File: src/rtl/nr4sdp_pkg.sv
// nr4sdp_pkg
//   Shared constants and the FSM state type for the sequential radix-4
//   NR4SDP/MB multiplier (nr4sdp_seq_mult and nr4sdp_pp_gen).
package nr4sdp_pkg;

    localparam int WIDTH  = 32;            // multiplicand / multiplier width
    localparam int NDIG   = 16;            // radix-4 digits: 15 NR4SDP + 1 MB
    localparam int PWIDTH = 2 * WIDTH;     // product width (64)
    localparam int CNT_W  = $clog2(NDIG);  // digit counter width (4)

    typedef enum logic [1:0] {
        ST_IDLE = 2'd0,
        ST_RUN  = 2'd1,
        ST_DONE = 2'd2
    } state_t;

endpackage

File: src/rtl/nr4sdp_pp_gen.sv
// nr4sdp_pp_gen
//   Combinational partial-product generator: pp = d * x, sign-extended to
//   PWIDTH bits, where d is in {-2,-1,0,+1,+2} given as sign/magnitude
//   controls.
// Ports
//   x    in  WIDTH   signed multiplicand
//   neg  in  1       digit is negative
//   one  in  1       |d| = 1 (has priority over two)
//   two  in  1       |d| = 2
//   pp   out PWIDTH  d * x, two's complement
module nr4sdp_pp_gen
    import nr4sdp_pkg::*;
(
    input  logic [WIDTH-1:0]  x,
    input  logic              neg,
    input  logic              one,
    input  logic              two,
    output logic [PWIDTH-1:0] pp
);

    logic [PWIDTH-1:0] sx;
    logic [PWIDTH-1:0] mag;

    // NOTE: every signal assigned in always_comb gets a value on every path
    // (defaults first); otherwise synthesis infers a latch.
    always_comb begin
        sx  = {{(PWIDTH-WIDTH){x[WIDTH-1]}}, x};
        mag = '0;
        if (one)      mag = sx;
        else if (two) mag = sx << 1;
        pp  = neg ? (~mag + 1'b1) : mag;
    end

endmodule

File: src/rtl/nr4sdp_seq_mult.sv
// nr4sdp_seq_mult
//   Sequential signed 32x32 multiplier consuming a pre-encoded multiplier:
//   digits 0..14 in NR4SDP form (np/nm), digit 15 in Modified-Booth form
//   (sign/one/two). One radix-4 digit per clock; product valid 16 cycles
//   after acceptance, held until out_ready.
// Ports
//   clk, rst_n          clock, asynchronous active-low reset
//   x                   signed multiplicand
//   nm, np              NR4SDP negative/positive bits, digit j = bit j
//   sign, one, two      MB encoding of the top digit
//   in_valid/in_ready   operand handshake
//   product             signed product (accumulator, retained in IDLE)
//   out_valid/out_ready result handshake
module nr4sdp_seq_mult #(
    parameter int WIDTH = nr4sdp_pkg::WIDTH,
    parameter int NDIG  = nr4sdp_pkg::NDIG
) (
    input  logic                 clk,
    input  logic                 rst_n,
    input  logic [WIDTH-1:0]     x,
    input  logic [NDIG-2:0]      nm,
    input  logic [NDIG-2:0]      np,
    input  logic                 sign,
    input  logic                 one,
    input  logic                 two,
    input  logic                 in_valid,
    output logic                 in_ready,
    output logic [2*WIDTH-1:0]   product,
    output logic                 out_valid,
    input  logic                 out_ready
);

    import nr4sdp_pkg::*;

    state_t              state;
    logic [CNT_W-1:0]    cnt;
    logic [PWIDTH-1:0]   acc;
    logic [WIDTH-1:0]    x_r;
    logic [NDIG-2:0]     nm_r;
    logic [NDIG-2:0]     np_r;
    logic                sign_r;
    logic                one_r;
    logic                two_r;

    // Zero-extended to NDIG bits so indexing by the full counter stays in range.
    logic [NDIG-1:0]     nm_e;
    logic [NDIG-1:0]     np_e;
    logic                dig_neg;
    logic                dig_one;
    logic                dig_two;
    logic [PWIDTH-1:0]   pp;
    logic [PWIDTH-1:0]   pp_shift;

    assign nm_e = {1'b0, nm_r};
    assign np_e = {1'b0, np_r};

    // Map the current digit onto neg/one/two controls.
    // NR4SDP: (np,nm) = 00 -> 0, 01 -> -1, 10 -> +2, 11 -> +1.
    // MB top digit: one beats two; a sign with zero magnitude is +0.
    always_comb begin
        dig_neg = 1'b0;
        dig_one = 1'b0;
        dig_two = 1'b0;
        if (cnt == CNT_W'(NDIG-1)) begin
            dig_one = one_r;
            dig_two = two_r & ~one_r;
            dig_neg = sign_r & (one_r | two_r);
        end else begin
            dig_one = nm_e[cnt];
            dig_two = np_e[cnt] & ~nm_e[cnt];
            dig_neg = nm_e[cnt] & ~np_e[cnt];
        end
    end

    nr4sdp_pp_gen u_pp_gen (
        .x   (x_r),
        .neg (dig_neg),
        .one (dig_one),
        .two (dig_two),
        .pp  (pp)
    );

    // Weight 4^j: shift by 2*cnt.
    assign pp_shift = pp << {cnt, 1'b0};

    // NOTE: sequential state uses non-blocking assignments so every register
    // samples pre-edge values; blocking here would create ordering races.
    // The operand registers are plain flops (not a memory array), so they are
    // cleared by the asynchronous reset along with the rest of the state.
    always_ff @(posedge clk or negedge rst_n) begin
        if (!rst_n) begin
            state     <= ST_IDLE;
            in_ready  <= 1'b1;
            out_valid <= 1'b0;
            acc       <= '0;
            cnt       <= '0;
            x_r       <= '0;
            nm_r      <= '0;
            np_r      <= '0;
            sign_r    <= 1'b0;
            one_r     <= 1'b0;
            two_r     <= 1'b0;
        end else begin
            case (state)
                ST_IDLE: begin
                    if (in_valid) begin
                        x_r      <= x;
                        nm_r     <= nm;
                        np_r     <= np;
                        sign_r   <= sign;
                        one_r    <= one;
                        two_r    <= two;
                        acc      <= '0;
                        cnt      <= '0;
                        in_ready <= 1'b0;
                        state    <= ST_RUN;
                    end
                end
                ST_RUN: begin
                    acc <= acc + pp_shift;
                    cnt <= cnt + 1'b1;
                    if (cnt == CNT_W'(NDIG-1)) begin
                        out_valid <= 1'b1;
                        state     <= ST_DONE;
                    end
                end
                ST_DONE: begin
                    if (out_ready) begin
                        out_valid <= 1'b0;
                        in_ready  <= 1'b1;
                        state     <= ST_IDLE;
                    end
                end
                default: begin
                    out_valid <= 1'b0;
                    in_ready  <= 1'b1;
                    state     <= ST_IDLE;
                end
            endcase
        end
    end

    assign product = acc;

endmodule

File: config.mk
export PLATFORM = sky130hd
export DESIGN_NAME = nr4sdp_seq_mult
export DESIGN_NICKNAME = d
export VERILOG_FILES = /design/src/rtl/nr4sdp_pkg.sv /design/src/rtl/nr4sdp_pp_gen.sv /design/src/rtl/nr4sdp_seq_mult.sv
export SDC_FILE = /design/constraint.sdc
export NUM_CORES = 1
export LEC_CHECK = 0
export ABC_CLOCK_PERIOD_IN_PS = 17840
export CORE_ASPECT_RATIO = 0.5
export CORE_MARGIN = 2
export CORE_UTILIZATION = 35
export CTS_CLUSTER_DIAMETER = 120
export DETAILED_ROUTE_END_ITERATION = 10
export PLACE_DENSITY = 0.59
export SLEW_MARGIN = 25
export SYNTH_ARGS = -nofsm -noshare
export SYNTH_HDL_FRONTEND = slang
export SYNTH_SLANG_ARGS = --single-unit
File: constraint.sdc
create_clock -name clk -period 17.84 [get_ports clk]
set_input_delay 3.568 -clock clk [delete_from_list [all_inputs] [get_ports clk]]
set_output_delay 3.568 -clock clk [all_outputs]
set_load 0.005 [all_outputs]
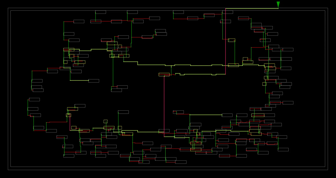
Figure 1: run 1, clock nets.
Flops: 137
Layout Skew: 0.0179 ns

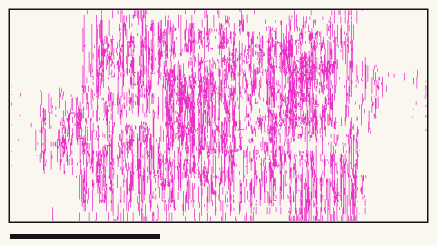
Figure 2: run 1, signal wires on met2.
Scale bar: 100 µm.
The longest straight run is 50.7 µm. The layer holds 42% of the routed length. 1528 nets have wire on it.
final wirelength: 43900 µm
via count: 12954
met2 Use GR: 32.4%

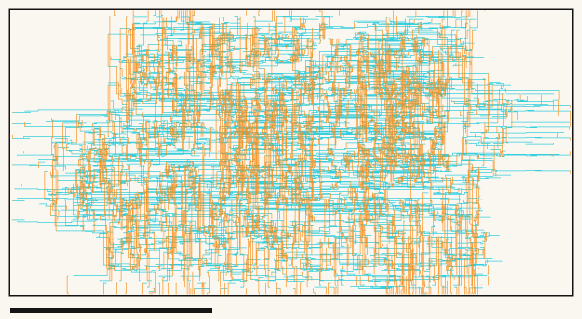
Figure 3: run 1, routed metal, one color a layer.
Scale bar: 100 µm. Two of the layers only.
Key: cyan = metal 1 [wire length 21.2 mm]; orange = metal 2 [wire length 18500 µm]
gr usage total: 22.3%
drt wl/cell: 19.4 µm

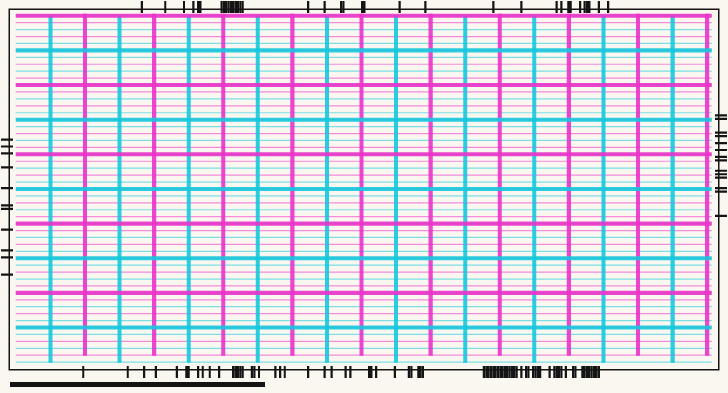
Figure 4: run 1, supply network.
Scale bar: 100 µm. Pins as bars on the die edge.
Key: magenta = VDD; cyan = VSS
135 signal pins sit on the boundary. 10 straps on met5. 20 straps on met4.
Die Y: 141 µm
core area: 37200 µm²

==> results.txt, run 1 <==
fresh numbers from the pnr run: number of remaining DRC errors=0, die area=39200 µm², FILL cells=3830, Slew HR=34.2%, Synth cell types=100, Avg Inst Size Synth=7.74 µm², Main synth FF type=dfrtp_1, critical path type=reg2reg, startpoint types=register, vias in the first global route=12080, max FFs per register=64, layout cells sized above 1=7.18%, TritonCTS buffer count=17, Final nets=1906, I/O pin count=135, post-route clock period utilization=47.0%, Tool Warnings=41, Slew @ Worst Pin=0.979 ns, gr busiest metal=met1, yosys stat area=13100 µm², Detailed Route Iter0 Violations=1307, Gate Area=9120 µm², pin count of the biggest net entering global routing=79, crit-path max cell delay=0.81 ns, Sink Count=137, worst hold-check path type=reg2reg, yosys cell count=1697, setup TNS=0 ns, HPWL after detailed placement=32500 µm, Post-Syn Area=13100 µm², CP max stage cell=o22ai_2, Seq share, synth=26.1%, RD Place Congestion=0.944, Reg-to-Reg Start=cnt[0]$_DFFE_PN0P_, MaxCap Viol Count=0, num rows=50, clock latency on the worst-skew pair=0.46 ns, remaining antenna violation count=0, DR vias/cell=5.72, Worst-path clk slew=0.07 ns, DP Cell Count=2231, hold buffers post-CTS=0, CTS tree=done, grt ovf=0, Top cell excl fill/tap=nand2_1, Synthesized registers=137, drt pass-1 iters=5, Setup crit start=cnt[0]$_DFFE_PN0P_, Slew Viols, Final=0, FP Util=35.3%, endpoints failing hold=0, setup repair bufs after CTS=0, flip-flops with a built-in enable=0, GRT met3 Usage=5.92%, CP top delay family=AND-OR/OR-AND gates, # setup viols final=0, Synthesized Nets=1847, global-route wire length before repair=68700 µm, post_cts resized=0, non-filler cells, final=2264, met1 usage=32.7%, status=finished clean, buffer-and-inverter tally for the worst setup path=1, Crit Path Max Fanout=66, initial antenna violation count=2, synth warn=0, Tmin final=8.38 ns, Max Freq=0.119 GHz, IO buf count=134, post-synthesis instance total=1697, Max Root-Sink Buffers=2, Arrival @ worst endpoint=8.68 ns, hold_sp=nm_r[10]$_DFFE_PN0P_, Crit. End Element=register, number of H-tree levels=4, CP required=18.14 ns, Async S/R FF share, synth=100%, area growth from synthesis to layout=16.8%, die width=278 µm, sequential cell area=3430 µm², Most common cell on crit path=a21oi_1, Top cells excl fill/tap=367 x nand2_1, 135 x o21ai_0, 133 x dfrtp_1, 133 x clkdlybuf4s50_1, 116 x a21oi_1, CTS root buffer=clkbuf_16, RSZ-0062 raised after global routing=no
==> run 1: metrics by stage <==
stage	area, µm²	hold slack [ns]	setup slack [ns]	utilization [%]
3_3_place_gp	14700	0.458	9.65	39.7
5_1_grt	15300	0.508	8.79	41.3
3_5_place_dp	14700	0.462	9.55	39.7
2_1_floorplan	13100	0.440	11.45	-
4_1_cts	15300	0.480	9.53	41.3
6_report	15300	0.481	9.46	41.3
==> run 1: tightest hold or removal path, cell delays in order (launching register included) <==
cell and delay (ns):
dfrtp_1 0.34, nand2_1 0.05, nand2_1 0.05
==> run 1: final timing paths <==
check	endpoint	slack, ns	cells past startpoint
worst max-delay path	product[61]$_DFFE_PN0P_	9.46	25
worst min-delay path	nm_r[10]$_DFFE_PN0P_	0.48	2
worst max register to register	product[61]$_DFFE_PN0P_	9.46	25
worst min register to register	nm_r[10]$_DFFE_PN0P_	0.48	2
max in group asynchronous	cnt[2]$_DFFE_PN0P_	13.31	2
min in group asynchronous	product[23]$_DFFE_PN0P_	3.15	1
==> run 1: cells by family (layout without fill, tap and decap cells) <==
family          count (synthesis)  count (layout)  share of synthesized area (%)
xor+xnor                       79              79                           5.27
mux                            77              77                           6.94
simple gates                  658             658                           22.3
flops                         137             137                           26.1
buf+inv                       140             212                           4.68
other cells                     0               1                              0
fa+ha+maj                      81              81                           7.77
compound gates                525             525                           26.9
==> run 1: synth_stat cells (all sizes together), types with 8 or more instances <==
| master | n | share of area (%) |
|---|---|---|
| a221oi | 12 | 0.85 |
| xnor2 | 36 | 2.4 |
| and2 | 14 | 0.67 |
| ha | 80 | 7.6 |
| a31oi | 23 | 1.1 |
| mux4 | 9 | 1.5 |
| nor2b | 9 | 0.43 |
| o311ai | 8 | 0.53 |
| inv | 30 | 0.86 |
| o221ai | 9 | 0.60 |
| nor4 | 11 | 0.75 |
| dfrtp | 136 | 26 |
| and3 | 9 | 0.43 |
| xor2 | 43 | 2.9 |
| nor3 | 30 | 1.1 |
| nand4 | 18 | 0.97 |
| o211ai | 20 | 1.2 |
| clkbuf | 62 | 1.8 |
| or3 | 8 | 0.42 |
| nor2 | 110 | 3.2 |
| nand2b | 13 | 0.62 |
| a21oi | 118 | 4.6 |
| or2 | 9 | 0.45 |
| a22oi | 19 | 1.1 |
| nand3 | 43 | 1.6 |
| mux2i | 48 | 3.7 |
| mux2 | 20 | 1.7 |
| nand2 | 369 | 11 |
| o21ai | 139 | 5.3 |
| o31ai | 20 | 1.4 |
| a21o | 40 | 2.3 |
| o21bai | 10 | 0.57 |
| buf | 48 | 2.0 |
| a211oi | 17 | 1.0 |
==> run 1: layer usage <==
metal	up-vias	share of wire [%]
met1	6168	48
met3	49	7.8
li1	6293	-
met5	-	0.030
met2	442	42
met4	2	1.6
==> run 1: layout make-up <==
type / count / share of cell area (%)
multi-input cells: 1420 / 59.4
inverters: 30 / 0.734
well taps: 494 / 4.03
clock inverters: 15 / 1.12
clock buffers: 17 / 2.77
flip-flops and latches: 137 / 22.4
diodes: 1 / 0.0163
repair buffers: 150 / 9.53
Figure 5. The metal 3 layer (run 1).
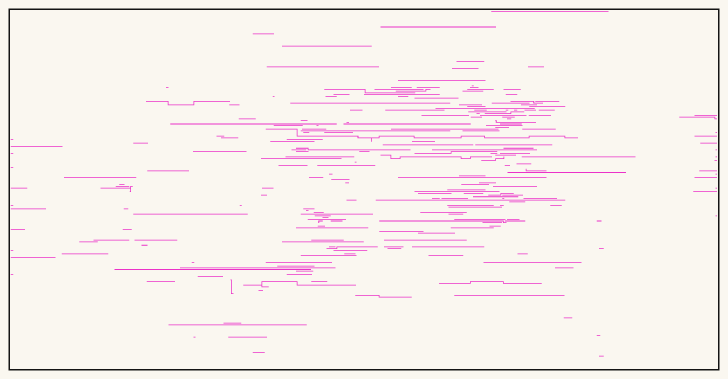

--- run 2 (diff from run 1) ---
- ABC_CLOCK_PERIOD_IN_PS: 17840 -> 7800
- clock period: 17.84 -> 7.8 ns (I/O delays scaled with it)
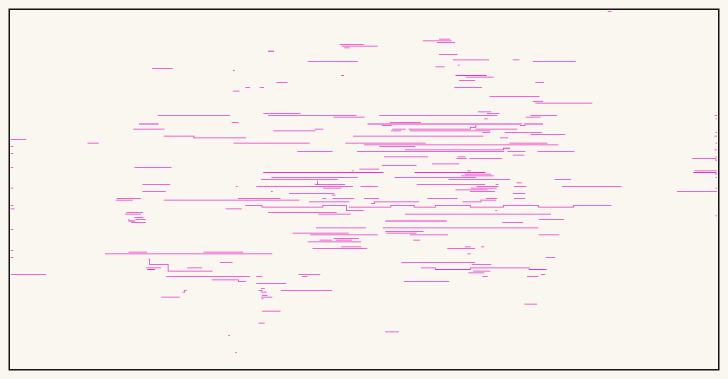
Figure 6: run 2, the metal 3 layer.
172 nets have wire on it. The wires run mostly horizontal. The layer carries 2750 µm of wire. The longest straight run is 75.9 µm.
via count: 12969
GRT met3 Usage: 4.72%
final wirelength: 44400 µm

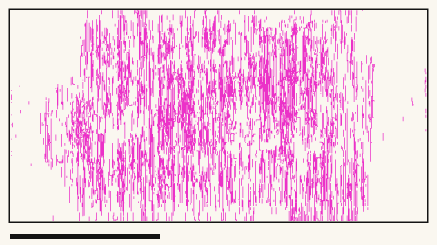
Figure 7: run 2, signal wires on met2.
Scale bar: 100 µm.
The wires run mostly vertical. The layer carries 18900 µm of wire. 1530 nets have wire on it.
met2 Use GR: 33.1%

==> run 2 against run 1 <==
Area after synthesis unchanged. Core utilization up 0.32 points. Count of clock-buffer cells in the layout up 1. Critical path type unchanged. Largest cell class unchanged.
==> results.txt, run 2 <==
fresh numbers from the pnr run: post-route clock period utilization=95.4% (+48 points), RSZ-0062 raised after global routing=no, Die Y=141 µm (unchanged), Dominant cell area share=25.9% (unchanged), num rows=50 (unchanged), Layout Skew=0.0134 ns (-0.00455 ns), die width=278 µm (unchanged), Tool Warnings=41 (unchanged), Crit Path Max Fanout=13 (-80%), synth warn=0 (unchanged), Top cells excl fill/tap=367 x nand2_1, 135 x o21ai_0, 133 x dfrtp_1, 133 x clkdlybuf4s50_1, 116 x a21oi_1, Slew Viols, Final=0 (unchanged), top-count cell post-synth=nand2_1, flip-flops with a built-in enable=0 (unchanged), DR vias/cell=5.70 (-0.46%), IO buf count=134 (unchanged), core area=37200 µm² (unchanged), max FFs per register=64 (unchanged), Tmin final=7.44 ns (-0.940 ns), clock latency on the worst-skew pair=0.45 ns (about the same), hold buffers post-CTS=0 (unchanged), critical path type=reg2reg, pin count of the biggest net entering global routing=76 (-3.8%), yosys stat area=13100 µm² (unchanged), drt pass-1 iters=8 (+3), Synthesized registers=137 (unchanged), grt ovf=0 (unchanged), vias in the first global route=12147 (+0.55%), Max Freq=0.134 GHz (+13%), Top cells by area=dfrtp_1 26%, nand2_1 10%, ha_1 7.6%, global-route wire length before repair=69500 µm (+1.1%), setup TNS=0 ns (unchanged), Sink Count=137 (unchanged), Crit. End Element=register, Synth cell types=100 (unchanged), Final nets=1920 (+0.73%), remaining antenna violation count=0 (unchanged), ANT cells=0 (-1), HPWL after detailed placement=33300 µm (+2.7%), pre-CTS setup slack=0.380 ns (-9.17 ns), layout cells sized above 1=8.13% (+0.95 points), number of H-tree levels=4 (unchanged), non-filler cells, final=2277 (+0.57%), Detailed Route Iter0 Violations=1331 (+1.8%), Max Root-Sink Buffers=2 (unchanged), die area=39200 µm² (unchanged), startpoint types=register, post-synthesis instance total=1697 (unchanged), Arrival @ worst endpoint=7.82 ns (-0.86 ns), number of remaining DRC errors=0 (unchanged), TritonCTS buffer count=17 (unchanged), status=finished clean, CTS tree=done, yosys cell count=1697 (unchanged), worst hold-check path type=reg2reg, Avg Inst Size Synth=7.74 µm² (unchanged), worst setup margin=0.362 ns (-9.10 ns), Slew @ Worst Pin=0.961 ns (-0.0179 ns), Seq share, synth=26.1% (unchanged), Post-Syn Area=13100 µm² (unchanged), top cells by count=367 x nand2_1, 136 x dfrtp_1, 135 x o21ai_0, FP Util=35.3% (unchanged), Slew HR=35.5% (+1.4 points), Worst-path clk slew=0.07 ns (about the same), I/O pin count=135 (unchanged), drt wl/cell=19.5 µm (+0.57%), DP Cell Count=2245 (+0.63%), endpoints failing hold=0 (unchanged), # setup viols final=0 (unchanged), initial antenna violation count=0 (-2), CP required=8.18 ns (-9.96 ns), Async S/R FF share, synth=100% (unchanged), Synthesized Nets=1847 (unchanged), gr usage total=22.5% (+0.21 points), Top cell excl fill/tap=nand2_1, Main synth FF type=dfrtp_1, CTS root buffer=clkbuf_16, area growth from synthesis to layout=17.7%, cell type with the largest total area=dfrtp_1, MaxCap Viol Count=0 (unchanged), RD Place Congestion=0.941 (-0.33%)
[run 2: logic make-up after synthesis]
group	after synthesis	synth area share, %
AOI/OAI and AO/OA	525	26.9
xor gates and xnor gates	79	5.27
adders and majority gates	81	7.77
buffers and inverters	140	4.68
DFF	137	26.1
muxes	77	6.94
and+or+nand+nor	658	22.3
[run 2: path summary, 6_finish.rpt]
| path | endpoint | cells past startpoint | slack (ns) | startpoint |
|---|---|---|---|---|
| max reg2reg | product[60]$_DFFE_PN0P_ | 24 | 0.36 | cnt[0]$_DFFE_PN0P_ |
| max in group asynchronous | x_r[22]$_DFFE_PN0P_ | 2 | 5.35 | rst_n |
| max | product[60]$_DFFE_PN0P_ | 24 | 0.36 | cnt[0]$_DFFE_PN0P_ |
| min reg2reg | nm_r[2]$_DFFE_PN0P_ | 2 | 0.48 | nm_r[2]$_DFFE_PN0P_ |
| min | nm_r[2]$_DFFE_PN0P_ | 2 | 0.48 | nm_r[2]$_DFFE_PN0P_ |
| min in group asynchronous | product[13]$_DFFE_PN0P_ | 1 | 1.12 | rst_n |
[run 2: layer usage]
layer,global-route usage (%),part of all wire (%),vias up
met4,5.43,1.5,0
met1,33.3,50,6182
met3,4.72,6.2,47
li1,-,-,6324
met5,0,0,-
met2,33.1,43,416
[run 2: critical path, stage by stage, from the launching register on]
cell      delay, ns
dfrtp_4        0.55
mux4_2         0.58
a211oi_1       0.39
o221a_2        0.33
a21oi_2        0.05
a22oi_1        0.24
ha_1           0.28
o31a_1         0.21
o211a_2        0.33
nand3_1        0.23
mux4_2         0.36
or3_1          0.38
a32oi_1        0.44
mux2i_1        0.24
ha_1           0.44
nand4_1        0.15
nor4_1         0.33
o311ai_1       0.20
a21oi_1        0.25
o211ai_1       0.23
a31oi_1        0.34
o31ai_1        0.13
buf_4          0.16
or4_1          0.47
nand3_1        0.08
[run 2: repair_timing]
| item | in CTS | in global routing |
|---|---|---|
| setup endpoints to repair | 0 | 10 |
| buffers inserted | 0 | 0 |
| gates resized | 0 | 7 |
| hold endpoints to repair | 0 | 0 |
[run 2: layout make-up]
type | instances | area [µm²]
inverter | 30 | 113
multi-input combinational | 1420 | 9140
tap | 494 | 618
sequential | 137 | 3440
fill | 3837 | 21700
clock buffer | 18 | 439
timing repair buffer | 164 | 1570
clock inverter | 14 | 153
[run 2: through the flow]
step | area (µm²) | util (%) | hold WS [ns]
after floorplan | 13100 | - | 0.440
after global placement | 14800 | 39.9 | 0.461
after detailed placement | 14800 | 39.9 | 0.463
after CTS | 15400 | 41.5 | 0.481
after global routing | 15500 | 41.6 | 0.507
final | 15500 | 41.6 | 0.477
